==> run_1/io_fan.png <==
Scale: 4 px per um.
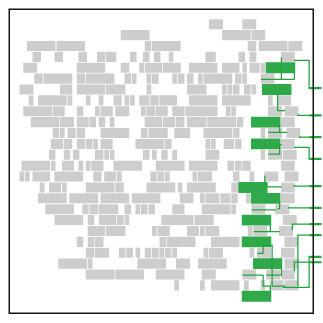
==> run_1/sizes.png <==
Scale: 6 px per um.
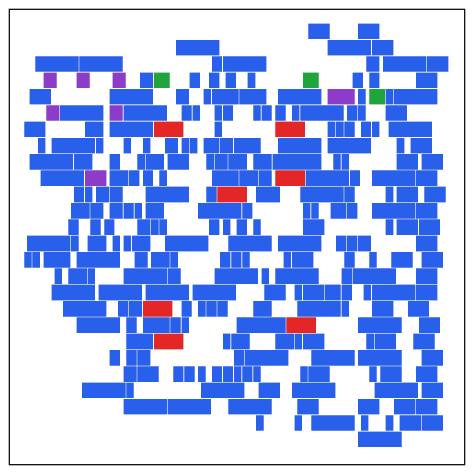
==> run_1/wires.png <==
Scale: 6 px per um. Only two layers are drawn.
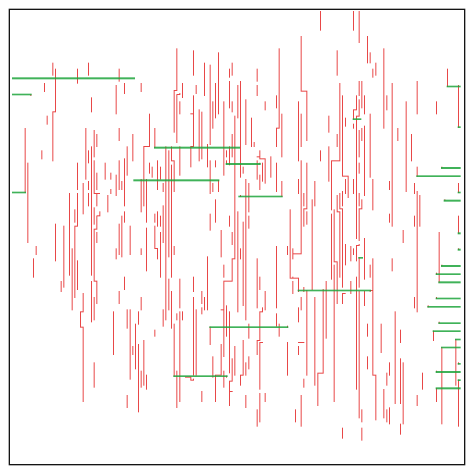
$ cat src/rtl/ps2_pkg.sv
// ps2_pkg: shared encodings, prefix/status constants and event layout for the PS/2 keyboard controller
package ps2_pkg;
   typedef enum logic [1:0] {ST_IDLE, ST_DATA, ST_PARITY, ST_STOP} rx_state_e;
   localparam logic [7:0] PFX_EXT = 8'hE0;
   localparam logic [7:0] PFX_REL = 8'hF0;
   localparam int EVT_EXT = 9;
   localparam int EVT_REL = 8;
   localparam int EVT_W = 10;
   localparam logic [7:0][7:0] STATUS_BYTES = {8'h00, 8'hAA, 8'hEE, 8'hFA, 8'hFC, 8'hFD, 8'hFE, 8'hFF};
   function automatic logic is_status(input logic [7:0] b);
      is_status = 1'b0;
      for (int i = 0; i < 8; i++) if (b == STATUS_BYTES[i]) is_status = 1'b1;
   endfunction
endpackage

$ cat src/rtl/ps2_frame_rx.sv
// ps2_frame_rx: synchronises the PS/2 lines onto clk, frames 11-bit packets and flags bad or stalled frames
module ps2_frame_rx
   import ps2_pkg::*;
#(
   parameter int SYNC_STAGES    = 2,
   parameter int TIMEOUT_CYCLES = 2500
) (
   input  logic       clk,
   input  logic       reset,
   input  logic       ps2_clk_i,
   input  logic       ps2_data_i,
   output logic [7:0] byte_o,
   output logic       byte_valid_o,
   output logic       frame_err_o
);
   localparam int TW = (TIMEOUT_CYCLES > 1) ? $clog2(TIMEOUT_CYCLES) : 1;
   logic [SYNC_STAGES-1:0] clk_sync_q, data_sync_q;
   logic                   clk_prev_q;
   rx_state_e              state_q;
   logic [2:0]             bit_cnt_q;
   logic [7:0]             shift_q;
   logic                   parity_q;
   logic [TW-1:0]          tmo_q;
   logic                   sync_clk, sync_data, fall, good;
   assign sync_clk  = clk_sync_q[SYNC_STAGES-1];
   assign sync_data = data_sync_q[SYNC_STAGES-1];
   assign fall      = clk_prev_q & ~sync_clk;
   assign good      = sync_data & (^{shift_q, parity_q});
   always_ff @(posedge clk) begin
      if (reset) begin
         clk_sync_q   <= '1;
         data_sync_q  <= '1;
         clk_prev_q   <= 1'b1;
         state_q      <= ST_IDLE;
         bit_cnt_q    <= '0;
         shift_q      <= '0;
         parity_q     <= 1'b0;
         tmo_q        <= '0;
         byte_o       <= '0;
         byte_valid_o <= 1'b0;
         frame_err_o  <= 1'b0;
      end else begin
         clk_sync_q   <= {clk_sync_q[SYNC_STAGES-2:0], ps2_clk_i};
         data_sync_q  <= {data_sync_q[SYNC_STAGES-2:0], ps2_data_i};
         clk_prev_q   <= sync_clk;
         byte_valid_o <= 1'b0;
         frame_err_o  <= 1'b0;
         tmo_q        <= '0;
         if (fall) begin
            case (state_q)
               ST_IDLE: begin
                  if (sync_data) frame_err_o <= 1'b1;
                  else begin
                     state_q   <= ST_DATA;
                     bit_cnt_q <= '0;
                  end
               end
               ST_DATA: begin
                  shift_q   <= {sync_data, shift_q[7:1]};
                  bit_cnt_q <= bit_cnt_q + 3'd1;
                  if (bit_cnt_q == 3'd7) state_q <= ST_PARITY;
               end
               ST_PARITY: begin
                  parity_q <= sync_data;
                  state_q  <= ST_STOP;
               end
               ST_STOP: begin
                  state_q <= ST_IDLE;
                  if (good) begin
                     byte_o       <= shift_q;
                     byte_valid_o <= 1'b1;
                  end else frame_err_o <= 1'b1;
               end
               default: state_q <= ST_IDLE;
            endcase
         end else if (state_q != ST_IDLE) begin
            // a stalled frame is abandoned so the next start bit resynchronises
            if (tmo_q == TW'(TIMEOUT_CYCLES - 1)) begin
               state_q     <= ST_IDLE;
               frame_err_o <= 1'b1;
            end else tmo_q <= tmo_q + 1'b1;
         end
      end
   end
endmodule

$ cat src/rtl/ps2_kbd_ctrl.sv
// ps2_kbd_ctrl: PS/2 keyboard controller folding E0/F0 prefixes into single key events behind valid/ready
module ps2_kbd_ctrl
   import ps2_pkg::*;
#(
   parameter int SYNC_STAGES    = 2,
   parameter int TIMEOUT_CYCLES = 2500
) (
   input  logic             clk,
   input  logic             reset,
   input  logic             ps2_clk,
   input  logic             ps2_data,
   output logic [EVT_W-1:0] evt_data,
   output logic             evt_valid,
   input  logic             evt_ready,
   output logic [7:0]       raw_data,
   output logic             raw_valid,
   output logic             frame_err,
   output logic             overflow
);
   logic [7:0] rx_byte;
   logic       rx_valid, rx_err, ext_q, rel_q, new_evt;
   ps2_frame_rx #(.SYNC_STAGES(SYNC_STAGES), .TIMEOUT_CYCLES(TIMEOUT_CYCLES)) u_rx (
      .clk         (clk),
      .reset       (reset),
      .ps2_clk_i   (ps2_clk),
      .ps2_data_i  (ps2_data),
      .byte_o      (rx_byte),
      .byte_valid_o(rx_valid),
      .frame_err_o (rx_err)
   );
   assign raw_data  = rx_byte;
   assign raw_valid = rx_valid;
   assign frame_err = rx_err;
   assign new_evt   = rx_valid && rx_byte != PFX_EXT && rx_byte != PFX_REL && !is_status(rx_byte);
   always_ff @(posedge clk) begin
      if (reset) begin
         ext_q     <= 1'b0;
         rel_q     <= 1'b0;
         evt_data  <= '0;
         evt_valid <= 1'b0;
         overflow  <= 1'b0;
      end else begin
         overflow <= 1'b0;
         if (rx_err) {ext_q, rel_q} <= 2'b00;
         else if (rx_valid) begin
            if (rx_byte == PFX_EXT) ext_q <= 1'b1;
            else if (rx_byte == PFX_REL) rel_q <= 1'b1;
            else {ext_q, rel_q} <= 2'b00;
         end
         // an accept in the same cycle frees the slot, so the new event still loads
         if (new_evt && (!evt_valid || evt_ready)) begin
            evt_data[EVT_EXT]  <= ext_q;
            evt_data[EVT_REL]  <= rel_q;
            evt_data[7:0]      <= rx_byte;
            evt_valid          <= 1'b1;
         end else begin
            if (new_evt) overflow <= 1'b1;
            if (evt_ready) evt_valid <= 1'b0;
         end
      end
   end
endmodule

$ cat config.mk
export PLATFORM = sky130hd
export DESIGN_NAME = ps2_kbd_ctrl
export DESIGN_NICKNAME = d
export VERILOG_FILES = /design/src/rtl/ps2_pkg.sv /design/src/rtl/ps2_frame_rx.sv /design/src/rtl/ps2_kbd_ctrl.sv
export SDC_FILE = /design/constraint.sdc
export NUM_CORES = 1
export LEC_CHECK = 0
export CORE_MARGIN = 2
export CORE_UTILIZATION = 45
export CTS_CLUSTER_DIAMETER = 40
export DETAILED_ROUTE_END_ITERATION = 8
export PLACE_DENSITY = 0.67
export RECOVER_POWER = 50
export SYNTH_ARGS = -nofsm -noshare
export SYNTH_HDL_FRONTEND = slang
export SYNTH_SLANG_ARGS = --single-unit
$ cat constraint.sdc
create_clock -name clk -period 2.9 [get_ports clk]
set_input_delay 0.435 -clock clk [delete_from_list [all_inputs] [get_ports clk]]
set_output_delay 0.435 -clock clk [all_outputs]
set_load 0.005 [all_outputs]
==> results.sh, run 1 <==
# yosys + openroad results
export IMPL_status="finished, final reports clean"
export IMPL_synth_area_yosys_mm2=0.00231
export IMPL_post_cts_buffers=0
export IMPL_min_to="u_rx.clk_sync_q[1]$_SDFF_PP1_"
export IMPL_yosys_stat_seqShare_pct=47.7
export IMPL_layout_min_cycle_time_ns=1.93
export IMPL_yosysTopAreaCell="dfxtp_1"
export IMPL_tns_ns=0
export IMPL_grt_pass1_vias=1569
export IMPL_hp_class="flop to flop"
export IMPL_cp_slowest_cell="mux2_1"
export IMPL_top_cell_area_share_pct=47.7
export IMPL_cts_buffers=5
export IMPL_yosysUniqueCellTypes=30
export IMPL_grt_antenna_before_repair=0
export IMPL_final_nets=290
export IMPL_muxShareOfSynthArea_pct=9.32
export IMPL_critPathLaunch="u_rx.shift_q[1]$_SDFFE_PP0P_"
export IMPL_cp_depth=5
export IMPL_crit_buf_inv=0
export IMPL_cpPeakStageDelay_ns=0.50
export IMPL_utilization_pct=54.1
export IMPL_ff_type="dfxtp_1"
export IMPL_core_mm2=0.00504
export IMPL_drive_gt1_share_pct=6.09
export IMPL_layout_top_cell="dfxtp_1"
export IMPL_layout_top_cells="dfxtp_1, nor2_1, nand3_1"
export IMPL_worst_setup_path_end_kind="flop"
export IMPL_antenna_cells=0
export IMPL_tightest_slew_ns=0.472
export IMPL_cts_tree="built"
export IMPL_grt_setup_unrepaired="no"
export IMPL_synth_edff_count=0
export IMPL_ir_drop_uv=211
export IMPL_floorplan_nets=265
export IMPL_die_y_um=75.6
export IMPL_syn_area_mm2=0.00231
export IMPL_maxCapViolCount=0
export IMPL_gp_congestion=0.806
export IMPL_crit_chain="xor2_1 > xnor3_1 > mux2_1 > mux2i_1 > nor2_1"
export IMPL_fp_util_pct=45.8
export IMPL_worstHoldStart="u_rx.clk_sync_q[0]$_SDFF_PP1_"
export IMPL_nFillCells=472
export IMPL_comb_area_mm2=0.00113
export IMPL_tool_warnings=29
export IMPL_syn_inst=253
export IMPL_ys_flops=55
export IMPL_grt_pass1_wl_mm=6.96
export IMPL_critPathMaxFanout=9
Notes on io_fan.png above:
`evt_data`: drawn in green, bits 10, direction output, end cells 10, buffers 10, wire 172 um.
I/O Buffers: 26
num ports: 27

Notes on sizes.png above:
_6 and larger: drawn in red, cells 7. _0 and _1 cells: drawn in blue, cells 262. _2 cells: drawn in purple, cells 7. _3 and _4 cells: drawn in green, cells 3.
Non-clock buffers: 29
final worst slack: 0.972 ns
Area growth syn-to-layout: 18.2%
final instance area: 0.00273 mm^2

Notes on wires.png above:
metal 3: drawn in green, wire length 156 um. metal 2: drawn in red, wire length 1870 um.
vias: 1729
total length of routed wires: 3.95 mm
DR WL/cell: 11.3 um
total track usage: 16.0%

## run 1: sequential cells by signal (all words and copies together), names as in the netlist, 2 cells and up
name / flops
u_rx.clk_sync_q: 2
evt_data: 10
u_rx.tmo_q: 12
u_rx.data_sync_q: 2
u_rx.bit_cnt_q: 3
u_rx.byte_o: 8
u_rx.shift_q: 8
u_rx.state_q: 2
## run 1: power breakdown
group          internal, uW  switching [uW]
Sequential              758            2.15
Combinational          11.5            17.1
Clock                   218             229
## run 1: kinds of logic (layout without fill, tap and decap cells)
| kind of cell | count (synthesis) | count (layout) |
|---|---|---|
| simple gates | 110 | 110 |
| flops | 55 | 55 |
| compound gates | 25 | 25 |
| mux | 21 | 21 |
| buf+inv | 19 | 45 |
| xor+xnor | 16 | 16 |
| fa+ha+maj | 7 | 7 |
## run 1: area by class of cell
cell class,instances,area share [%]
clock buffer,8,3.67
sequential,55,40.3
tap,70,3.21
timing repair buffer,29,10.4
inverter,8,1.10
multi-input combinational,179,41.3
## run 1: per-stage QoR
step | area [um^2] | instances
after CTS | 2730 | 349
after global placement | 2630 | 341
after detailed placement | 2630 | 341
final | 2730 | 349
after floorplan | 2310 | 253
after global routing | 2730 | 349
## run 1: routing by layer
metal	vias up	part of all wire, %	GRT usage (%)
li1	906	-	-
met5	-	0	0
met2	38	47	26.8
met3	7	3.9	4.37
met1	778	47	19.4
met4	0	1.8	6.63
## run 1: cell usage after synthesis (2+ instances only)
master    count
xor2_1        7
nand2_1      19
or2_2         5
or4_1         3
a21oi_1      19
nand3_1      21
xnor3_1       2
nand4_1       5
nor2b_1       3
nor3_1        6
mux2i_1      20
buf_2         2
or3_1         2
and3_1        2
clkbuf_1      8
xnor2_1       7
nor2_1       37
dfxtp_1      55
ha_1          7
o21ai_0       3
inv_1         8
nand2b_1      4
==> run_1/placement.png <==
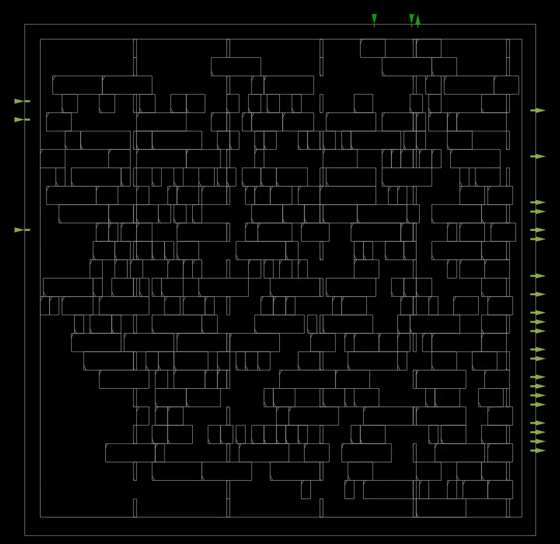

==> run 2, diff against run 1 <==
==> constraint.sdc (replaced) <==
create_clock -name clk -period 2 [get_ports clk]
set_input_delay 0.3 -clock clk [delete_from_list [all_inputs] [get_ports clk]]
set_output_delay 0.3 -clock clk [all_outputs]
set_load 0.005 [all_outputs]
==> run_2/placement.png <==
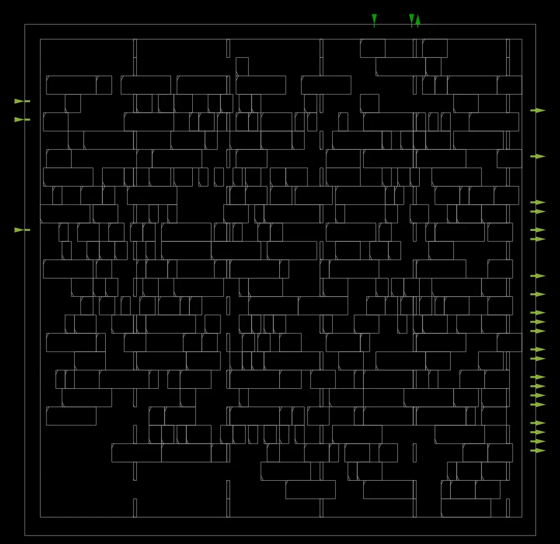
core area: 0.00504 mm^2
Seq/total area: 39.7%
final cell count without fillers: 352
Final Util: 55.1%

==> results.sh, run 2 <==
# yosys + openroad results
export IMPL_status="finished, final reports clean"
export IMPL_syn_inst=253
export IMPL_gp_congestion=0.817
export IMPL_yosysUniqueCellTypes=30
export IMPL_highest_signal_layer="met4"
export IMPL_layout_top_cell="dfxtp_1"
export IMPL_largest_reg_flops=12
export IMPL_wl_met3_um=146
export IMPL_top_cell="dfxtp_1"
export IMPL_use_met1_pct=18.6
export IMPL_synth_area_yosys_mm2=0.00231
export IMPL_tns_ns=0
export IMPL_yosys_stat_seqShare_pct=47.7
export IMPL_use_met2_pct=26.8
export IMPL_wl_met1_mm=1.94
export IMPL_ir_drop_uv=378
export IMPL_routed_wl_mm=4.07
export IMPL_tightest_slew_ns=0.525
export IMPL_stdcell_area_mm2=0.00278
export IMPL_syn_area_mm2=0.00231
export IMPL_track_usage_pct=15.5
export IMPL_wl_met2_mm=1.92
export IMPL_area_growth_syn_to_layout_pct=20.2
export IMPL_placed_area_mm2=0.00265
export IMPL_grt_pass1_vias=1507
export IMPL_yosysTopAreaCell="dfxtp_1"
export IMPL_synthTopCellsByCount="dfxtp_1, nor2_1, nand3_1"
export IMPL_worst_setup_path_end_kind="flop"
export IMPL_comb_area_mm2=0.00114
export IMPL_tool_warnings=29
export IMPL_layout_top_cells="dfxtp_1, nor2_1, dlygate4sd3_1"
export IMPL_antenna_cells=0
export IMPL_ff_type="dfxtp_1"
export IMPL_fp_util_pct=45.8
export IMPL_critPathMaxFanout=12
export IMPL_grt_antenna_before_repair=0
export IMPL_cts_tree="built"
export IMPL_synth_edff_count=0
export IMPL_top_regs="u_rx.tmo_q: 12 flops, evt_data: 10 flops"
export IMPL_busiest_layer="met2"
export IMPL_use_met3_pct=3.97
==> run_2/io_placement.png <==
Scale: 6 px per um. Pins as bars across the die edge, other pins in grey.
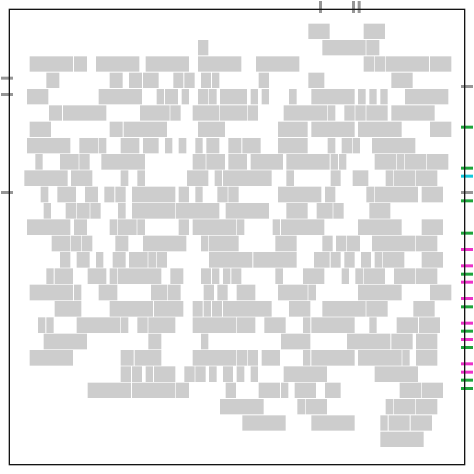
`frame_err`: drawn in cyan, pins 1, direction output, edge right. `raw_data`: drawn in magenta, pins 8, direction output, edge right. `evt_data`: drawn in green, pins 10, direction output, edge right.
Die Ht: 75.6 um
chip width: 75.6 um

-- run 2: netlist changes by cell type in the layout (fill, tap and decap cells not counted), sizes merged --
cell / before / now
buf: 3 / 5
dlygate4sd3: 19 / 22
clkdlybuf4s50: 7 / 4
clkinvlp: 0 / 1
-- run 2: stage by stage --
stage | utilization (%) | worst slack (ns) | std cells
after floorplan | - | 0.306 | 253
after CTS | 54.7 | 0.116 | 351
after global routing | 55.1 | 0.0134 | 352
final | 55.1 | 0.136 | 352
after detailed placement | 52.5 | -0.248 | 343
after global placement | 52.5 | -0.178 | 343
-- run 2: logic make-up (layout without fill, tap and decap cells) --
family / after synthesis / after routing / synth area share, %
xor+xnor: 16 / 16 / 7.26
buf+inv: 19 / 48 / 3.52
simple gates: 110 / 110 / 22.7
mux: 21 / 21 / 9.32
flops: 55 / 55 / 47.7
compound gates: 25 / 25 / 5.74
fa+ha+maj: 7 / 7 / 3.79
-- run 2: cell type report --
type                       count  share of cell area, %
multi-input combinational    179                   41.1
sequential                    55                   39.7
timing repair buffer          32                   11.3
clock buffer                   7                   3.47
tap                           70                   3.15
inverter                       8                   1.08
clock inverter                 1                  0.270
-- run 2: power by group --
part | leakage [uW] | internal (uW) | switching [uW]
registers | 0.000444 | 1100 | 3.01
logic | 0.000615 | 16.7 | 25.5
clock network | 0.0000505 | 315 | 343
total | 0.00111 | 1430 | 372
-- run 2: repair_timing --
item                       4_1_cts  5_1_grt
pin swaps                        0        1
gates resized                    1        0
setup endpoints to repair       10        3
setup buffers                    0        1
-- run 2: worst max-delay path: stages (launching register included) --
cell and delay [ns]:
dfxtp_1 0.35, or4b_2 0.67, nor3_1 0.22, or4_1 0.41, nor2_1 0.10
Power and IR drop assume default switching activity.
